===== src/rtl/ring_token_arbiter_pkg.sv =====
// ring_token_arbiter_pkg
//   Shared ring definitions for the per-core ring stage and its clients:
//   slot field widths, slot-type codes, core count, arbiter FSM states and
//   the "own slot" helper used by the strip logic.
package ring_token_arbiter_pkg;

  localparam int SLOT_DATA_W = 32;
  localparam int SLOT_TYPE_W = 4;
  localparam int SLOT_SRC_W  = 4;
  localparam int nCores      = 16;

  // Slot-type codes; every code other than Null and Token is a message.
  typedef enum logic [SLOT_TYPE_W-1:0] {
    SLOT_NULL      = 4'd0,
    SLOT_TOKEN     = 4'd1,
    SLOT_BARRIER   = 4'd2,
    SLOT_SEMAPHORE = 4'd3,
    SLOT_MESSAGE   = 4'd4
  } slotType_e;

  typedef enum logic [1:0] {
    ST_IDLE   = 2'd0,
    ST_INJECT = 2'd1,
    ST_HOLD   = 2'd2
  } arbState_e;

  // A message slot that this core originated has made a full lap.
  function automatic logic isOwnSlot(input logic [SLOT_TYPE_W-1:0] slotType,
                                     input logic [SLOT_SRC_W-1:0]  source,
                                     input logic [SLOT_SRC_W-1:0]  core);
    return (slotType != SLOT_NULL) && (slotType != SLOT_TOKEN) && (source == core);
  endfunction

endpackage


===== src/rtl/ring_token_arbiter_rr_arbiter.sv =====
// rr_arbiter
//   Purely combinational round-robin picker. The search begins at ptr and
//   wraps; the first requesting index wins.
//   Ports:
//     req      in  NREQ  request vector
//     ptr      in  PTRW  index with highest priority this cycle (< NREQ)
//     grant    out NREQ  one-hot winner (all zero when no request)
//     anyGrant out 1     some request was granted
module rr_arbiter
  import ring_token_arbiter_pkg::*;
#(
  parameter int NREQ = 4,
  parameter int PTRW = (NREQ > 1) ? $clog2(NREQ) : 1
) (
  input  logic [NREQ-1:0] req,
  input  logic [PTRW-1:0] ptr,
  output logic [NREQ-1:0] grant,
  output logic            anyGrant
);

  // Walk the requesters starting at ptr and keep the first hit.
  always_comb begin
    int idx;
    idx      = 0;
    grant    = {NREQ{1'b0}};
    anyGrant = 1'b0;
    for (int i = 0; i < NREQ; i++) begin
      idx = int'(ptr) + i;
      if (idx >= NREQ) begin
        idx = idx - NREQ;
      end else begin
        idx = idx;
      end
      if (!anyGrant && req[idx]) begin
        grant[idx] = 1'b1;
        anyGrant   = 1'b1;
      end else begin
        anyGrant = anyGrant;
      end
    end
  end

endmodule


===== src/rtl/ring_token_arbiter.sv =====
// ring_token_arbiter
//   Per-core ring stage downstream of the local ring clients. Grants the
//   circulating token round-robin, strips slots that have completed a lap,
//   registers the ring output toward the next core and injects the single
//   initial token on the master core.
//   Optional build macro: RING_TOKEN_WATCHDOG_EN (token-loss watchdog; when
//   undefined tokenLost is tied low and no counter exists).
//   Ports:
//     clock, reset                 clock, synchronous active-high reset
//     whichCore                    this core's ring ID
//     RingIn/SlotTypeIn/SourceIn   incoming slot (also seen by clients)
//     wantsToken, driveRing        per-client request / slot-valid
//     clientRingOut/SlotTypeOut/SourceOut  per-client slots, client i at lane i
//     acquireToken                 combinational one-hot grant
//     RingOut/SlotTypeOut/SourceOut registered slot to next core
//     tokenLost                    sticky watchdog flag
module ring_token_arbiter
  import ring_token_arbiter_pkg::*;
#(
  parameter int NREQ        = 4,
  parameter int MASTER_CORE = 1,
  parameter int WDOG_CYCLES = 4096
) (
  input  logic                        clock,
  input  logic                        reset,
  input  logic [SLOT_SRC_W-1:0]       whichCore,
  input  logic [SLOT_DATA_W-1:0]      RingIn,
  input  logic [SLOT_TYPE_W-1:0]      SlotTypeIn,
  input  logic [SLOT_SRC_W-1:0]       SourceIn,
  input  logic [NREQ-1:0]             wantsToken,
  input  logic [NREQ-1:0]             driveRing,
  input  logic [SLOT_DATA_W*NREQ-1:0] clientRingOut,
  input  logic [SLOT_TYPE_W*NREQ-1:0] clientSlotTypeOut,
  input  logic [SLOT_SRC_W*NREQ-1:0]  clientSourceOut,
  output logic [NREQ-1:0]             acquireToken,
  output logic [SLOT_DATA_W-1:0]      RingOut,
  output logic [SLOT_TYPE_W-1:0]      SlotTypeOut,
  output logic [SLOT_SRC_W-1:0]       SourceOut,
  output logic                        tokenLost
);

  localparam int PTRW = (NREQ > 1) ? $clog2(NREQ) : 1;

  logic                   ownSlot_s;
  logic                   freeSlot_s;
  logic                   tokenIn_s;
  logic [SLOT_DATA_W-1:0] fwdData_s;
  logic [SLOT_TYPE_W-1:0] fwdType_s;
  logic [SLOT_SRC_W-1:0]  fwdSrc_s;

  arbState_e              state_r;
  arbState_e              nextState_s;
  logic [PTRW-1:0]        rrPtr_r;
  logic [PTRW-1:0]        nextPtr_s;
  logic [PTRW-1:0]        winIdx_s;
  logic [NREQ-1:0]        grant_s;
  logic                   anyGrant_s;
  logic [NREQ-1:0]        acquire_s;

  logic [SLOT_DATA_W-1:0] ringOut_r;
  logic [SLOT_TYPE_W-1:0] slotTypeOut_r;
  logic [SLOT_SRC_W-1:0]  sourceOut_r;
  logic [SLOT_DATA_W-1:0] nextData_s;
  logic [SLOT_TYPE_W-1:0] nextType_s;
  logic [SLOT_SRC_W-1:0]  nextSrc_s;

  // An own slot is forwarded as an empty slot; clients still saw it on RingIn.
  assign ownSlot_s  = isOwnSlot(SlotTypeIn, SourceIn, whichCore);
  assign freeSlot_s = (SlotTypeIn == SLOT_NULL) || ownSlot_s;
  assign tokenIn_s  = (SlotTypeIn == SLOT_TOKEN);
  assign fwdType_s  = ownSlot_s ? SLOT_NULL : SlotTypeIn;
  assign fwdData_s  = ownSlot_s ? 32'd0 : RingIn;
  assign fwdSrc_s   = ownSlot_s ? 4'd0 : SourceIn;

  rr_arbiter #(
    .NREQ(NREQ),
    .PTRW(PTRW)
  ) uRrArbiter (
    .req     (wantsToken),
    .ptr     (rrPtr_r),
    .grant   (grant_s),
    .anyGrant(anyGrant_s)
  );

  // Encode the one-hot grant into a client index.
  always_comb begin
    winIdx_s = {PTRW{1'b0}};
    for (int i = 0; i < NREQ; i++) begin
      if (grant_s[i]) begin
        winIdx_s = PTRW'(i);
      end else begin
        winIdx_s = winIdx_s;
      end
    end
  end

  // Next-state, grant and next ring-slot selection.
  always_comb begin
    nextState_s = state_r;
    nextPtr_s   = rrPtr_r;
    nextType_s  = fwdType_s;
    nextData_s  = fwdData_s;
    nextSrc_s   = fwdSrc_s;
    acquire_s   = {NREQ{1'b0}};
    case (state_r)
      ST_INJECT: begin
        if (tokenIn_s) begin
          // A token already exists: pass it on rather than create a second.
          nextState_s = ST_IDLE;
        end else if (freeSlot_s) begin
          nextType_s  = SLOT_TOKEN;
          nextData_s  = 32'd0;
          nextSrc_s   = whichCore;
          nextState_s = ST_IDLE;
        end else begin
          nextState_s = ST_INJECT;
        end
      end
      ST_IDLE: begin
        if (tokenIn_s && anyGrant_s) begin
          acquire_s   = grant_s;
          nextPtr_s   = (winIdx_s == PTRW'(NREQ - 1)) ? {PTRW{1'b0}} : winIdx_s + PTRW'(1);
          nextState_s = ST_HOLD;
          if (driveRing[winIdx_s]) begin
            nextData_s = clientRingOut[SLOT_DATA_W*int'(winIdx_s) +: SLOT_DATA_W];
            nextType_s = clientSlotTypeOut[SLOT_TYPE_W*int'(winIdx_s) +: SLOT_TYPE_W];
            nextSrc_s  = clientSourceOut[SLOT_SRC_W*int'(winIdx_s) +: SLOT_SRC_W];
          end else begin
            // Granted client had nothing valid: the token slot goes out empty.
            nextData_s = 32'd0;
            nextType_s = SLOT_NULL;
            nextSrc_s  = 4'd0;
          end
        end else begin
          nextState_s = ST_IDLE;
        end
      end
      ST_HOLD: begin
        if (tokenIn_s) begin
          nextState_s = ST_IDLE;
        end else if (freeSlot_s) begin
          // First free slot after our message: release the token.
          nextType_s  = SLOT_TOKEN;
          nextData_s  = 32'd0;
          nextSrc_s   = whichCore;
          nextState_s = ST_IDLE;
        end else begin
          nextState_s = ST_HOLD;
        end
      end
      default: begin
        nextState_s = ST_IDLE;
      end
    endcase
  end

  assign acquireToken = reset ? {NREQ{1'b0}} : acquire_s;

  // State, round-robin pointer and registered ring output.
  always_ff @(posedge clock) begin
    if (reset) begin
      ringOut_r     <= 32'd0;
      slotTypeOut_r <= SLOT_NULL;
      sourceOut_r   <= 4'd0;
      rrPtr_r       <= {PTRW{1'b0}};
      state_r       <= (whichCore == 4'(MASTER_CORE)) ? ST_INJECT : ST_IDLE;
    end else begin
      ringOut_r     <= nextData_s;
      slotTypeOut_r <= nextType_s;
      sourceOut_r   <= nextSrc_s;
      rrPtr_r       <= nextPtr_s;
      state_r       <= nextState_s;
    end
  end

  assign RingOut     = ringOut_r;
  assign SlotTypeOut = slotTypeOut_r;
  assign SourceOut   = sourceOut_r;

`ifdef RING_TOKEN_WATCHDOG_EN
  localparam logic [15:0] WDOG_LIMIT = 16'(WDOG_CYCLES);

  logic [15:0] wdogCnt_r;
  logic        tokenLost_r;

  // Count cycles without a token passing in either direction; flag is sticky.
  always_ff @(posedge clock) begin
    if (reset) begin
      wdogCnt_r   <= 16'd0;
      tokenLost_r <= 1'b0;
    end else begin
      if ((SlotTypeIn == SLOT_TOKEN) || (slotTypeOut_r == SLOT_TOKEN)) begin
        wdogCnt_r <= 16'd0;
      end else if (wdogCnt_r != 16'hFFFF) begin
        wdogCnt_r <= wdogCnt_r + 16'd1;
      end else begin
        wdogCnt_r <= wdogCnt_r;
      end
      if (wdogCnt_r >= WDOG_LIMIT) begin
        tokenLost_r <= 1'b1;
      end else begin
        tokenLost_r <= tokenLost_r;
      end
    end
  end

  assign tokenLost = tokenLost_r;
`else
  assign tokenLost = 1'b0;
`endif

endmodule


===== config.mk =====
export PLATFORM = sky130hd
export DESIGN_NAME = ring_token_arbiter
export DESIGN_NICKNAME = d
export VERILOG_FILES = /design/src/rtl/ring_token_arbiter_pkg.sv /design/src/rtl/ring_token_arbiter_rr_arbiter.sv /design/src/rtl/ring_token_arbiter.sv
export SDC_FILE = /design/constraint.sdc
export NUM_CORES = 1
export LEC_CHECK = 0
export ABC_AREA = 1
export CAP_MARGIN = 10
export CORE_MARGIN = 1.5
export CORE_UTILIZATION = 46
export CTS_BUF_LIST = sky130_fd_sc_hd__clkbuf_8
export DETAILED_ROUTE_END_ITERATION = 6
export PLACE_DENSITY = 0.92
export REMOVE_ABC_BUFFERS = 1
export SYNTH_ARGS = -nofsm -noshare
export SYNTH_HDL_FRONTEND = slang
export SYNTH_SLANG_ARGS = --single-unit

===== constraint.sdc =====
create_clock -name clock -period 5.51 [get_ports clock]
set_input_delay 1.102 -clock clock [delete_from_list [all_inputs] [get_ports clock]]
set_output_delay 1.102 -clock clock [all_outputs]
set_load 0.03 [all_outputs]

clocks.png
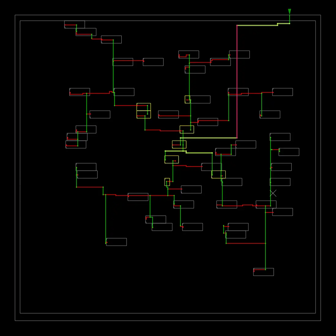
clock tree skew after final layout: 0.00430 ns
insertion delay of the later-clocked pin in the worst-skew pair: 0.29 ns
clock buffer instance count of the final layout: 6

clk_routes.png
The bar under the picture is 20 um long.
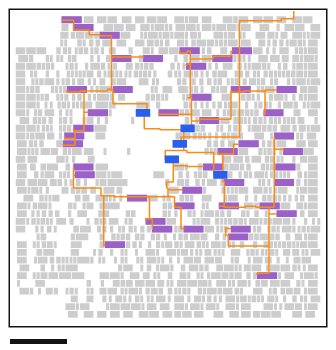
[blue] clock drivers | count: 5
[orange] clock wires | length: 652 um
[purple] flip-flops | count: 44
routed clock nets	6
relative contribution of the clock network to total power: 15.9%
power attributed to the clock group: 0.221 mW

==> reports/qor.tcl <==
set qor(status) {finished, violations left}
set qor(violations) {design-rule violations}
set qor(worst_hold_path.endpoint) {rrPtr_r[1]}
set qor(fp.dieW_um) 111
set qor(synth.yosys.seq_area_share_pct) 16.5
set qor(synthAdderAreaFrac_pct) 2.34
set qor(hold_viol_final) 0
set qor(layout_min_cycle_time_ns) 4.64
set qor(mux_area_share_pct) 0
set qor(cp_top_family) {buffers and inverters}
set qor(critical_path.endpoint) {acquireToken[0]}
set qor(synth.distinct_cells) 35
set qor(finalMaxSlewViolations) 0
set qor(cts_h_tree_depth) 2
set qor(area_growth_pct) 47.9
set qor(nMultiInputCombCells) 714
set qor(grt_use_met2_pct) 55.8
set qor(final-comb-area_sq_mm) 0.00357
set qor(post_synth_edffs) 0
set qor(worst_ep_arrival_time_ns) 3.54
set qor(netSwitchingFraction_pct) 42.5
set qor(achievable_freq_mhz) 215
set qor(drv.max_cap_violation_count) 0
set qor(top_area_cell_class) {combinational gates}
set qor(intPower_mw) 0.798
set qor(layoutNonFillerInstCount) 1319
set qor(dp_hpwl_mm) 14.1
set qor(postCtsResizedCells) 0
set qor(logic_family) {simple AND/OR/NAND/NOR gates}
set qor(drtAntennaViolNets) 0
set qor(postSynthRegisterBits) 44
set qor(finish.net_count) 1398
set qor(simple_gate_area_share_pct) 47.5
set qor(well_tap_count) 143
set qor(ir_worst_vdd_v) 0.000103
set qor(grt_pass1_vias) 6502
set qor(critical-path-max-stage-delay_ns) 0.69
set qor(post_synth_main_area_contributors) {sky130_fd_sc_hd__nand2_1, sky130_fd_sc_hd__dfxtp_1, sky130_fd_sc_hd__nand3b_1}
set qor(timing_startpoint_of_the_critical_path) {wantsToken[1]}
set qor(design_area_sq_mm) 0.00792
set qor(tritoncts) {built}
set qor(chipHeight_um) 111
set qor(buffering_stage_count_on_the_worst_path_with_inverters_included) 2
set qor(max_slew_margin_pct) 23.2
set qor(reg2reg_setup_slack_ns) 1.32
set qor(grt_start_max_net_pins) 49
set qor(ff_latch_area_sq_um) 881
set qor(coreArea_sq_mm) 0.0114
set qor(worst-path-max-fanout) 9
set qor(timing.critical_path.slowest_stage_cell) {sky130_fd_sc_hd__clkdlybuf4s50_1}
set qor(power_leakage_nw) 3.77
set qor(postSynth.topFlopCell) {sky130_fd_sc_hd__dfxtp_1}
set qor(tightest_slew_ns) 1.15
set qor(total_power_mw) 1.39
set qor(grt_pass1_wl_mm) 31.7
set qor(numSequentialCells) 44
set qor(hold_ws_ns) 0.697
set qor(synth.yosys.num_cells) 966
set qor(xor_share_pct) 0.491
set qor(detailedRoute.firstIterationViolations) 483
set qor(cts.sinks) 44
set qor(power_per_cell_area_mw_per_mm2) 175
set qor(met2_wl_post_dr_mm) 9.66
set qor(hold-path-cell-count) 2
set qor(critPathCaptureType) {primary output}
set qor(seq_share_pct) 11.1
set qor(met3RoutedLength_mm) 1.92
set qor(grt_util_met1_pct) 36.0
set qor(comb-power_mw) 0.811
set qor(post-synth-top-count-cell) {sky130_fd_sc_hd__nand2_1}
set qor(worstSetupPathType) {in -> out}
set qor(warnings) 34
set qor(layout-drive-gt1-share_pct) 4.34
set qor(fin_setup_tns_ns) 0
set qor(tritoncts.num_buffers) 5
set qor(m1WireLength_mm) 7.79
set qor(highest_layer) {met4}
set qor(post_synth_top_area_share_pct) 21.8
set qor(power.net_switching_mw) 0.590
set qor(ctsHoldBuffers) 0
set qor(detail_route.vias_per_cell) 5.31
set qor(grt_overflow_total) 0
set qor(finalSetupViolCount) 0
set qor(critPathLaunchType) {input port}
set qor(clk_transition_reported_paths_ns) 0.09
set qor(yosysChipArea_sq_mm) 0.00535
set qor(post_cts_buffers) 0
set qor(common_cells) {sky130_fd_sc_hd__nand2_1, sky130_fd_sc_hd__inv_1, sky130_fd_sc_hd__nand3_1}
set qor(finalWorstSetupSlack_ns) 0.869
set qor(top_layout_cell) {sky130_fd_sc_hd__nand2_1}
set qor(place.gp.congestion) 0.908
set qor(hp-class) {reg -> reg}
set qor(root_buffer) {sky130_fd_sc_hd__clkbuf_8}
set qor(r2r.worst_path.cells) 19
set qor(remaining_drc_errors) 1
set qor(comb_area_share_pct) 45.1
set qor(initial_core_util_pct) 47.1
set qor(dieArea_sq_mm) 0.0123
set qor(async_reset_ff_share_pct) 0
set qor(synth_area_leader_cell) {sky130_fd_sc_hd__nand2_1}
set qor(critical_path_depth) 12
set qor(n_all_inverters) 142
set qor(seq_power_share_pct) 25.6
set qor(drtPass1Iterations) 7
set qor(total_number_of_yosys_warnings) 0
set qor(synthAoiAreaFrac_pct) 16.2
set qor(path_cells) {clkdlybuf4s50_1 -> nand2_1 -> nand3_2 -> nand2_4 -> nand2_4 -> nor2_2 -> nand3_1 -> nand2_2 -> nor2_1 -> nand2_1 -> a21oi_1 -> clkdlybuf4s50_1}
set qor(final_util_pct) 69.6
set qor(pg_seq_mw) 0.355
set qor(final.period_utilization_pct) 84.2
set qor(design.portCount) 259
set qor(placed_cells_incl_taps) 1310
set qor(synth.avg_cell_area_sq_um) 5.54
set qor(timing.rr.start) {rrPtr_r[0]}
set qor(largest_reg_flops) 32
set qor(rsz0062_at_grt) {false}
set qor(dp_worst_setup_slack_ns) 0.804
set qor(antennaDiodeCount) 1
set qor(clockNetworkAreaShare_pct) 1.17
set qor(layout_top_cells) {sky130_fd_sc_hd__nand2_1, sky130_fd_sc_hd__clkdlybuf4s50_1, sky130_fd_sc_hd__inv_1}
layer_met3.png
Cells faint in the background.
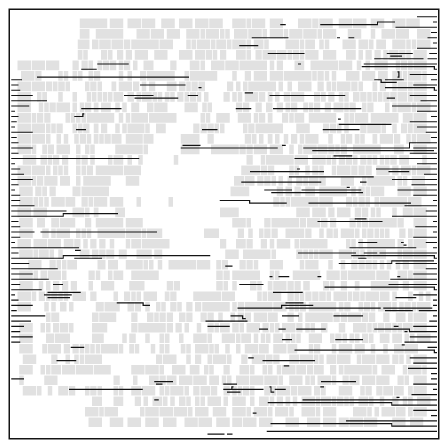
wire length on this layer	1920 um
nets with wire on the layer	187
share of all routed wire	9.7%
longest straight run	43.8 um
main direction	horizontal
global-route track usage on met3: 7.38%
vias after detailed routing: 7004
Routed WL: 19.9 mm

metal_density.png
The bar under the picture is 20 um long. The die is cut into 22 by 22 equal tiles; white is low, dark blue is high, scaled to the fullest tile. Values are wire area over tile area, all layers added.
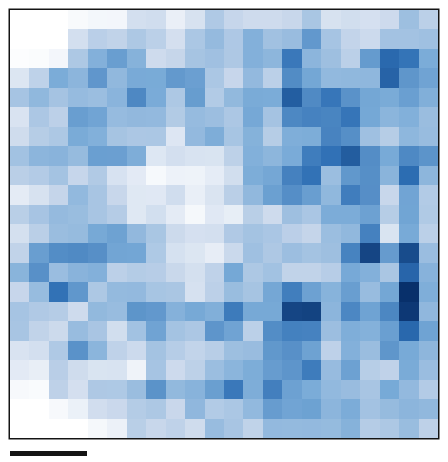
emptiest ninth of the die	lower left
tiles over half the peak	25%
fullest tile	0.70
mean over tiles	0.27
nearly empty tiles	2.7%
global routing usage summed across all routing layers: 31.0%
drt wl/cell: 15.1 um

No activity file was given, so power comes from the tool's default toggle rates.
